Fig. 1: signal wires by layer
Scale bar: 100 um.
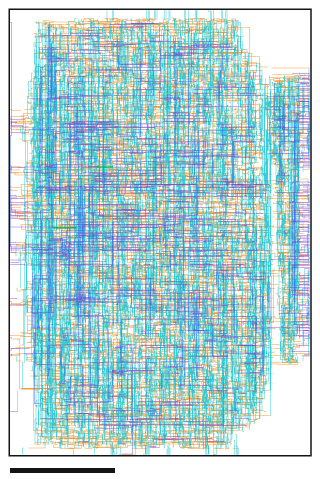
Fig. 2: clock wires, drivers and flops
Scale bar: 100 um.
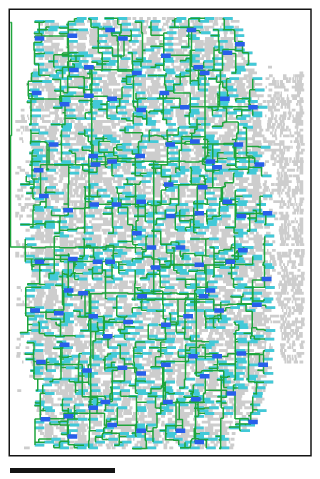
Fig. 3: pin map
Pins as bars across the die edge, other pins in gray.
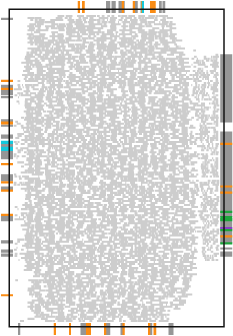
[src/rtl/decoder_if.sv]
// Decode-stage bundle: instruction inputs, register-file ports and decode results.
`default_nettype none

interface decoder_if;
  logic [31:0] Instr;
  logic [31:0] Instr_PC_Plus4;
  logic [31:0] RegisterValue;
  logic [4:0]  RegA;
  logic [4:0]  RegB;
  logic [4:0]  RegC;
  logic [31:0] DataA;
  logic [31:0] DataB;
  logic [31:0] DataC;
  logic [4:0]  WriteReg;
  logic [31:0] WriteData;
  logic        Write;
  logic        Link;
  logic        RegDest;
  logic        Jump;
  logic        Branch;
  logic        MemRead;
  logic        MemWrite;
  logic        ALUSrc;
  logic        RegWrite;
  logic        JumpRegister;
  logic        SignOrZero;
  logic        Syscall;
  logic [5:0]  ALUControl;
  logic [31:0] NextInstructionAddress;

  modport master (
    output Instr, Instr_PC_Plus4, RegisterValue, RegA, RegB, RegC,
           WriteReg, WriteData, Write,
    input  DataA, DataB, DataC, Link, RegDest, Jump, Branch, MemRead, MemWrite,
           ALUSrc, RegWrite, JumpRegister, SignOrZero, Syscall, ALUControl,
           NextInstructionAddress
  );

  modport slave (
    input  Instr, Instr_PC_Plus4, RegisterValue, RegA, RegB, RegC,
           WriteReg, WriteData, Write,
    output DataA, DataB, DataC, Link, RegDest, Jump, Branch, MemRead, MemWrite,
           ALUSrc, RegWrite, JumpRegister, SignOrZero, Syscall, ALUControl,
           NextInstructionAddress
  );
endinterface

`default_nettype wire

[src/rtl/decoder.sv]
// MIPS decode stage: 32x32 register file with async active-low clear, plus
// purely combinational control decode and branch/jump target generation.
`default_nettype none

module decoder (
  input  logic      CLK,
  input  logic      RESET,
  decoder_if.slave  bus
);

  logic [31:0] regs [0:31];

  // Register 0 is never written; reads of it are forced to zero at the port.
  always_ff @(posedge CLK or negedge RESET) begin
    if (!RESET) begin
      for (int i = 0; i < 32; i++) regs[i] <= '0;
    end else if (bus.Write && (bus.WriteReg != 5'd0)) begin
      regs[bus.WriteReg] <= bus.WriteData;
    end
  end

  assign bus.DataA = (bus.RegA == 5'd0) ? 32'd0 : regs[bus.RegA];
  assign bus.DataB = (bus.RegB == 5'd0) ? 32'd0 : regs[bus.RegB];
  assign bus.DataC = (bus.RegC == 5'd0) ? 32'd0 : regs[bus.RegC];

  logic [5:0] opcode;
  logic [5:0] funct;
  logic [4:0] rt;
  logic       link, reg_dest, jump, branch, mem_read, mem_write;
  logic       alu_src, reg_write, jump_register, sign_or_zero, syscall;
  logic [5:0] alu_control;

  assign opcode = bus.Instr[31:26];
  assign funct  = bus.Instr[5:0];
  assign rt     = bus.Instr[20:16];

  always_comb begin
    link          = 1'b0;
    reg_dest      = 1'b0;
    jump          = 1'b0;
    branch        = 1'b0;
    mem_read      = 1'b0;
    mem_write     = 1'b0;
    alu_src       = 1'b0;
    reg_write     = 1'b0;
    jump_register = 1'b0;
    sign_or_zero  = 1'b0;
    syscall       = 1'b0;
    alu_control   = 6'h00;
    // The all-zero word is treated as a bubble, not as SLL.
    if (bus.Instr != 32'd0) begin
      case (opcode)
        6'h00: begin
          reg_dest     = 1'b1;
          sign_or_zero = 1'b1;
          reg_write    = 1'b1;
          alu_control  = funct;
          case (funct)
            6'h08: begin
              reg_write     = 1'b0;
              jump          = 1'b1;
              jump_register = 1'b1;
              branch        = 1'b1;
            end
            6'h09: begin
              link          = 1'b1;
              jump          = 1'b1;
              jump_register = 1'b1;
              branch        = 1'b1;
            end
            6'h0C: begin
              reg_write = 1'b0;
              syscall   = 1'b1;
            end
            6'h11, 6'h13, 6'h18, 6'h19, 6'h1A, 6'h1B: reg_write = 1'b0;
            default: ;
          endcase
        end
        6'h01: begin
          if ((rt == 5'h00) || (rt == 5'h01) || (rt == 5'h10) || (rt == 5'h11)) begin
            branch       = 1'b1;
            sign_or_zero = 1'b1;
            alu_control  = 6'h21;
            link         = rt[4];
            reg_write    = rt[4];
          end
        end
        6'h02, 6'h03: begin
          jump         = 1'b1;
          branch       = 1'b1;
          sign_or_zero = 1'b1;
          alu_control  = 6'h21;
          link         = opcode[0];
          reg_write    = opcode[0];
        end
        6'h04, 6'h05, 6'h06, 6'h07: begin
          branch       = 1'b1;
          sign_or_zero = 1'b1;
          alu_control  = 6'h21;
        end
        6'h08, 6'h09, 6'h0A, 6'h0B, 6'h0C, 6'h0D, 6'h0E, 6'h0F: begin
          alu_src      = 1'b1;
          reg_write    = 1'b1;
          sign_or_zero = ~(opcode[2] & opcode[3]);
          case (opcode[2:0])
            3'd0:    alu_control = 6'h20;
            3'd1:    alu_control = 6'h21;
            3'd2:    alu_control = 6'h2A;
            3'd3:    alu_control = 6'h2B;
            3'd4:    alu_control = 6'h24;
            3'd5:    alu_control = 6'h25;
            3'd6:    alu_control = 6'h26;
            default: alu_control = 6'h0F;
          endcase
        end
        6'h20, 6'h21, 6'h22, 6'h23, 6'h24, 6'h25, 6'h26: begin
          mem_read     = 1'b1;
          reg_write    = 1'b1;
          alu_src      = 1'b1;
          sign_or_zero = 1'b1;
          alu_control  = 6'h21;
        end
        6'h28, 6'h29, 6'h2A, 6'h2B, 6'h2E: begin
          mem_write    = 1'b1;
          alu_src      = 1'b1;
          sign_or_zero = 1'b1;
          alu_control  = 6'h21;
        end
        6'h30: begin
          mem_read     = 1'b1;
          reg_write    = 1'b1;
          alu_src      = 1'b1;
          sign_or_zero = 1'b1;
          syscall      = 1'b1;
          alu_control  = 6'h28;
        end
        6'h38: begin
          mem_write    = 1'b1;
          reg_write    = 1'b1;
          alu_src      = 1'b1;
          sign_or_zero = 1'b1;
          syscall      = 1'b1;
          alu_control  = 6'h36;
        end
        default: ;
      endcase
    end
  end

  logic [31:0] branch_target;
  logic [31:0] jump_target;

  assign branch_target = bus.Instr_PC_Plus4 +
                         {{14{bus.Instr[15]}}, bus.Instr[15:0], 2'b00};
  assign jump_target   = {bus.Instr_PC_Plus4[31:28], bus.Instr[25:0], 2'b00};

  assign bus.NextInstructionAddress = !jump         ? branch_target :
                                      jump_register ? bus.RegisterValue :
                                                      jump_target;

  assign bus.Link         = link;
  assign bus.RegDest      = reg_dest;
  assign bus.Jump         = jump;
  assign bus.Branch       = branch;
  assign bus.MemRead      = mem_read;
  assign bus.MemWrite     = mem_write;
  assign bus.ALUSrc       = alu_src;
  assign bus.RegWrite     = reg_write;
  assign bus.JumpRegister = jump_register;
  assign bus.SignOrZero   = sign_or_zero;
  assign bus.Syscall      = syscall;
  assign bus.ALUControl   = alu_control;

endmodule

`default_nettype wire

[src/flat_wrapper.sv]
// flat-port wrapper written by rule: the top's interface ports become plain ports
module decoder_flat 
  (CLK, RESET, bus_Instr, bus_Instr_PC_Plus4, bus_RegisterValue, bus_RegA, bus_RegB, bus_RegC, bus_WriteReg, bus_WriteData, bus_Write, bus_DataA, bus_DataB, bus_DataC, bus_Link, bus_RegDest, bus_Jump, bus_Branch, bus_MemRead, bus_MemWrite, bus_ALUSrc, bus_RegWrite, bus_JumpRegister, bus_SignOrZero, bus_Syscall, bus_ALUControl, bus_NextInstructionAddress);
  decoder_if bus_i ();
  input  logic CLK;
  input  logic RESET;
  input wire logic [$bits(bus_i.Instr)-1:0] bus_Instr;
  input wire logic [$bits(bus_i.Instr_PC_Plus4)-1:0] bus_Instr_PC_Plus4;
  input wire logic [$bits(bus_i.RegisterValue)-1:0] bus_RegisterValue;
  input wire logic [$bits(bus_i.RegA)-1:0] bus_RegA;
  input wire logic [$bits(bus_i.RegB)-1:0] bus_RegB;
  input wire logic [$bits(bus_i.RegC)-1:0] bus_RegC;
  input wire logic [$bits(bus_i.WriteReg)-1:0] bus_WriteReg;
  input wire logic [$bits(bus_i.WriteData)-1:0] bus_WriteData;
  input wire logic [$bits(bus_i.Write)-1:0] bus_Write;
  output wire logic [$bits(bus_i.DataA)-1:0] bus_DataA;
  output wire logic [$bits(bus_i.DataB)-1:0] bus_DataB;
  output wire logic [$bits(bus_i.DataC)-1:0] bus_DataC;
  output wire logic [$bits(bus_i.Link)-1:0] bus_Link;
  output wire logic [$bits(bus_i.RegDest)-1:0] bus_RegDest;
  output wire logic [$bits(bus_i.Jump)-1:0] bus_Jump;
  output wire logic [$bits(bus_i.Branch)-1:0] bus_Branch;
  output wire logic [$bits(bus_i.MemRead)-1:0] bus_MemRead;
  output wire logic [$bits(bus_i.MemWrite)-1:0] bus_MemWrite;
  output wire logic [$bits(bus_i.ALUSrc)-1:0] bus_ALUSrc;
  output wire logic [$bits(bus_i.RegWrite)-1:0] bus_RegWrite;
  output wire logic [$bits(bus_i.JumpRegister)-1:0] bus_JumpRegister;
  output wire logic [$bits(bus_i.SignOrZero)-1:0] bus_SignOrZero;
  output wire logic [$bits(bus_i.Syscall)-1:0] bus_Syscall;
  output wire logic [$bits(bus_i.ALUControl)-1:0] bus_ALUControl;
  output wire logic [$bits(bus_i.NextInstructionAddress)-1:0] bus_NextInstructionAddress;
  assign bus_i.Instr = bus_Instr;
  assign bus_i.Instr_PC_Plus4 = bus_Instr_PC_Plus4;
  assign bus_i.RegisterValue = bus_RegisterValue;
  assign bus_i.RegA = bus_RegA;
  assign bus_i.RegB = bus_RegB;
  assign bus_i.RegC = bus_RegC;
  assign bus_i.WriteReg = bus_WriteReg;
  assign bus_i.WriteData = bus_WriteData;
  assign bus_i.Write = bus_Write;
  assign bus_DataA = bus_i.DataA;
  assign bus_DataB = bus_i.DataB;
  assign bus_DataC = bus_i.DataC;
  assign bus_Link = bus_i.Link;
  assign bus_RegDest = bus_i.RegDest;
  assign bus_Jump = bus_i.Jump;
  assign bus_Branch = bus_i.Branch;
  assign bus_MemRead = bus_i.MemRead;
  assign bus_MemWrite = bus_i.MemWrite;
  assign bus_ALUSrc = bus_i.ALUSrc;
  assign bus_RegWrite = bus_i.RegWrite;
  assign bus_JumpRegister = bus_i.JumpRegister;
  assign bus_SignOrZero = bus_i.SignOrZero;
  assign bus_Syscall = bus_i.Syscall;
  assign bus_ALUControl = bus_i.ALUControl;
  assign bus_NextInstructionAddress = bus_i.NextInstructionAddress;
  decoder u_core (.CLK(CLK), .RESET(RESET), .bus(bus_i));
endmodule
[config.mk]
export PLATFORM = sky130hd
export DESIGN_NAME = decoder_flat
export DESIGN_NICKNAME = d
export VERILOG_FILES = /design/src/rtl/decoder_if.sv /design/src/rtl/decoder.sv /design/src/flat_wrapper.sv
export SDC_FILE = /design/constraint.sdc
export NUM_CORES = 2
export LEC_CHECK = 0
export CELL_PAD_IN_SITES_DETAIL_PLACEMENT = 0
export CELL_PAD_IN_SITES_GLOBAL_PLACEMENT = 1
export CORE_ASPECT_RATIO = 1.5
export CORE_MARGIN = 5
export CORE_UTILIZATION = 57
export CTS_BUF_LIST = sky130_fd_sc_hd__clkbuf_16
export DETAILED_ROUTE_END_ITERATION = 10
export PLACE_DENSITY = 0.84
export SYNTH_ARGS = -nofsm -noshare
export SYNTH_HDL_FRONTEND = slang
export SYNTH_SLANG_ARGS = --single-unit
[constraint.sdc]
create_clock -name CLK -period 5.16 [get_ports CLK]
set_clock_uncertainty 0.05 [all_clocks]
set_input_delay 1.032 -clock CLK [delete_from_list [all_inputs] [get_ports CLK]]
set_output_delay 1.032 -clock CLK [all_outputs]
set_load 0.01 [all_outputs]
==> results_slide.txt <==
Key Metrics from the Run

Outcome
  – Status: finished, final reports clean

Global routing
  – Largest net degree at the start of global routing: ~180

Cells and area
  – ClkCell Share: 4.30%
  – Non-Clock Buffer Area Fraction: ~8%
  – Non-Filler Instances: around 5.8k
  – Flop share of the area: between 30% and 40%
  – Top reg by flops: u_core.regs
  – Syn-to-layout area delta: 13.9%
  – Fraction of layout cells with a size suffix above 1: between 50 and 60%

Route
  – Vias: approximately 43k

Die
  – Core area: between 100000 and 150000 sq um

Logic synthesis
  – Dominant kind of combinational cell: multiplexers
  – Syn nets: 4302
  – Async S/R FF share, synth: 100%
  – Area fraction in mux cells: between 50% and 60%

Power and ir drop
  – PwrDens: between 300 and 400 nW/um^2

Critical path
  – Largest incremental delay on the critical path: around 580 ps
  – R2r setup slk: 4290 ps
  – Crit. End Element: primary output

Place
  – DP Cell Count: 5637

Clock network
  – Clk sinks: 1024
-- Fig. 1 (at the start) --
layer	color	wire length
metal 4	blue	10400 um
metal 5	green	34.0 um
metal 1	orange	72.3 mm
metal 2	cyan	99.5 mm
metal 3	purple	18200 um

-- Fig. 2 (at the start) --
[clock drivers] blue | count: 96
[clock wires] green | length: 13100 um
[flip-flops] cyan | count: 1024
flops lie	widely spread
clk pwr: 7.37 mW
Clk pwr share: 28.6%
Insertion Delay late pin: 710 ps

-- Fig. 3 (at the start) --
port	color	pins	direction	edge
`bus_WriteData`	orange	32	input	10 bottom, 9 top, 9 left, 4 right
`bus_RegWrite`	purple	1	output	right
`bus_ALUControl`	green	6	output	right
`bus_RegB`	cyan	5	input	4 left, 1 top
Die Y: 423 um
PortBufs: 295
Die Wd: 285 um

-- routing by layer --
layer / global-route usage (%) / part of all wire (%) / vias up
met4: 14.7 / 5.2 / 4
met3: 7.19 / 9.1 / 526
met5: 0 / 0.017 / -
met1: 43.3 / 36 / 23054
met2: 55.1 / 50 / 2257
li1: - / - / 16862
-- timing repair --
item / in CTS / in global routing
resized: 8 / 8
setup endpoints to repair: 9 / 11
buffers inserted: 0 / 1
cloned: 0 / 0
pin swaps: 2 / 3
-- worst max-delay path by stage --
stage | slack, ps | startpoint | end | depth (start not counted)
2_1_floorplan | 980 | bus_Instr_PC_Plus4[2] | bus_NextInstructionAddress[18] | 9
3_3_place_gp | -200 | bus_Instr[0] | bus_NextInstructionAddress[30] | 12
3_5_place_dp | -190 | bus_Instr[0] | bus_NextInstructionAddress[30] | 12
4_1_cts | 20 | bus_Instr[0] | bus_NextInstructionAddress[26] | 12
5_1_grt | -70 | bus_Instr[15] | bus_NextInstructionAddress[29] | 13
6_report | 70 | bus_Instr[6] | bus_NextInstructionAddress[21] | 10
-- worst max-delay path, delay by kind of cell --
family / cells / cell delay [ps]
AOI/OAI and AO/OA: 4 / 1040
and+or+nand+nor: 2 / 400
adders and majority gates: 1 / 360
buffers and inverters: 2 / 1030
muxes: 1 / 160
-- report_power, final --
group	total [mW]	switching (mW)	internal, mW
clock	7.37	3.27	4.10
combinational	7.40	2.70	4.70
sequential	11.0	1.44	9.55
total	25.8	7.41	18.4
-- placed cells by master, fill, tap and decap left out, drive strengths merged, types with 45 or more instances in the layout --
master,instances
dfrtp,1024
clkbuf,100
buf,272
clkdlybuf4s50,271
mux2,993
nor2,155
mux2i,100
mux4,960
nand2,95
a21oi,45
Power is estimated from default activity; no workload was simulated.
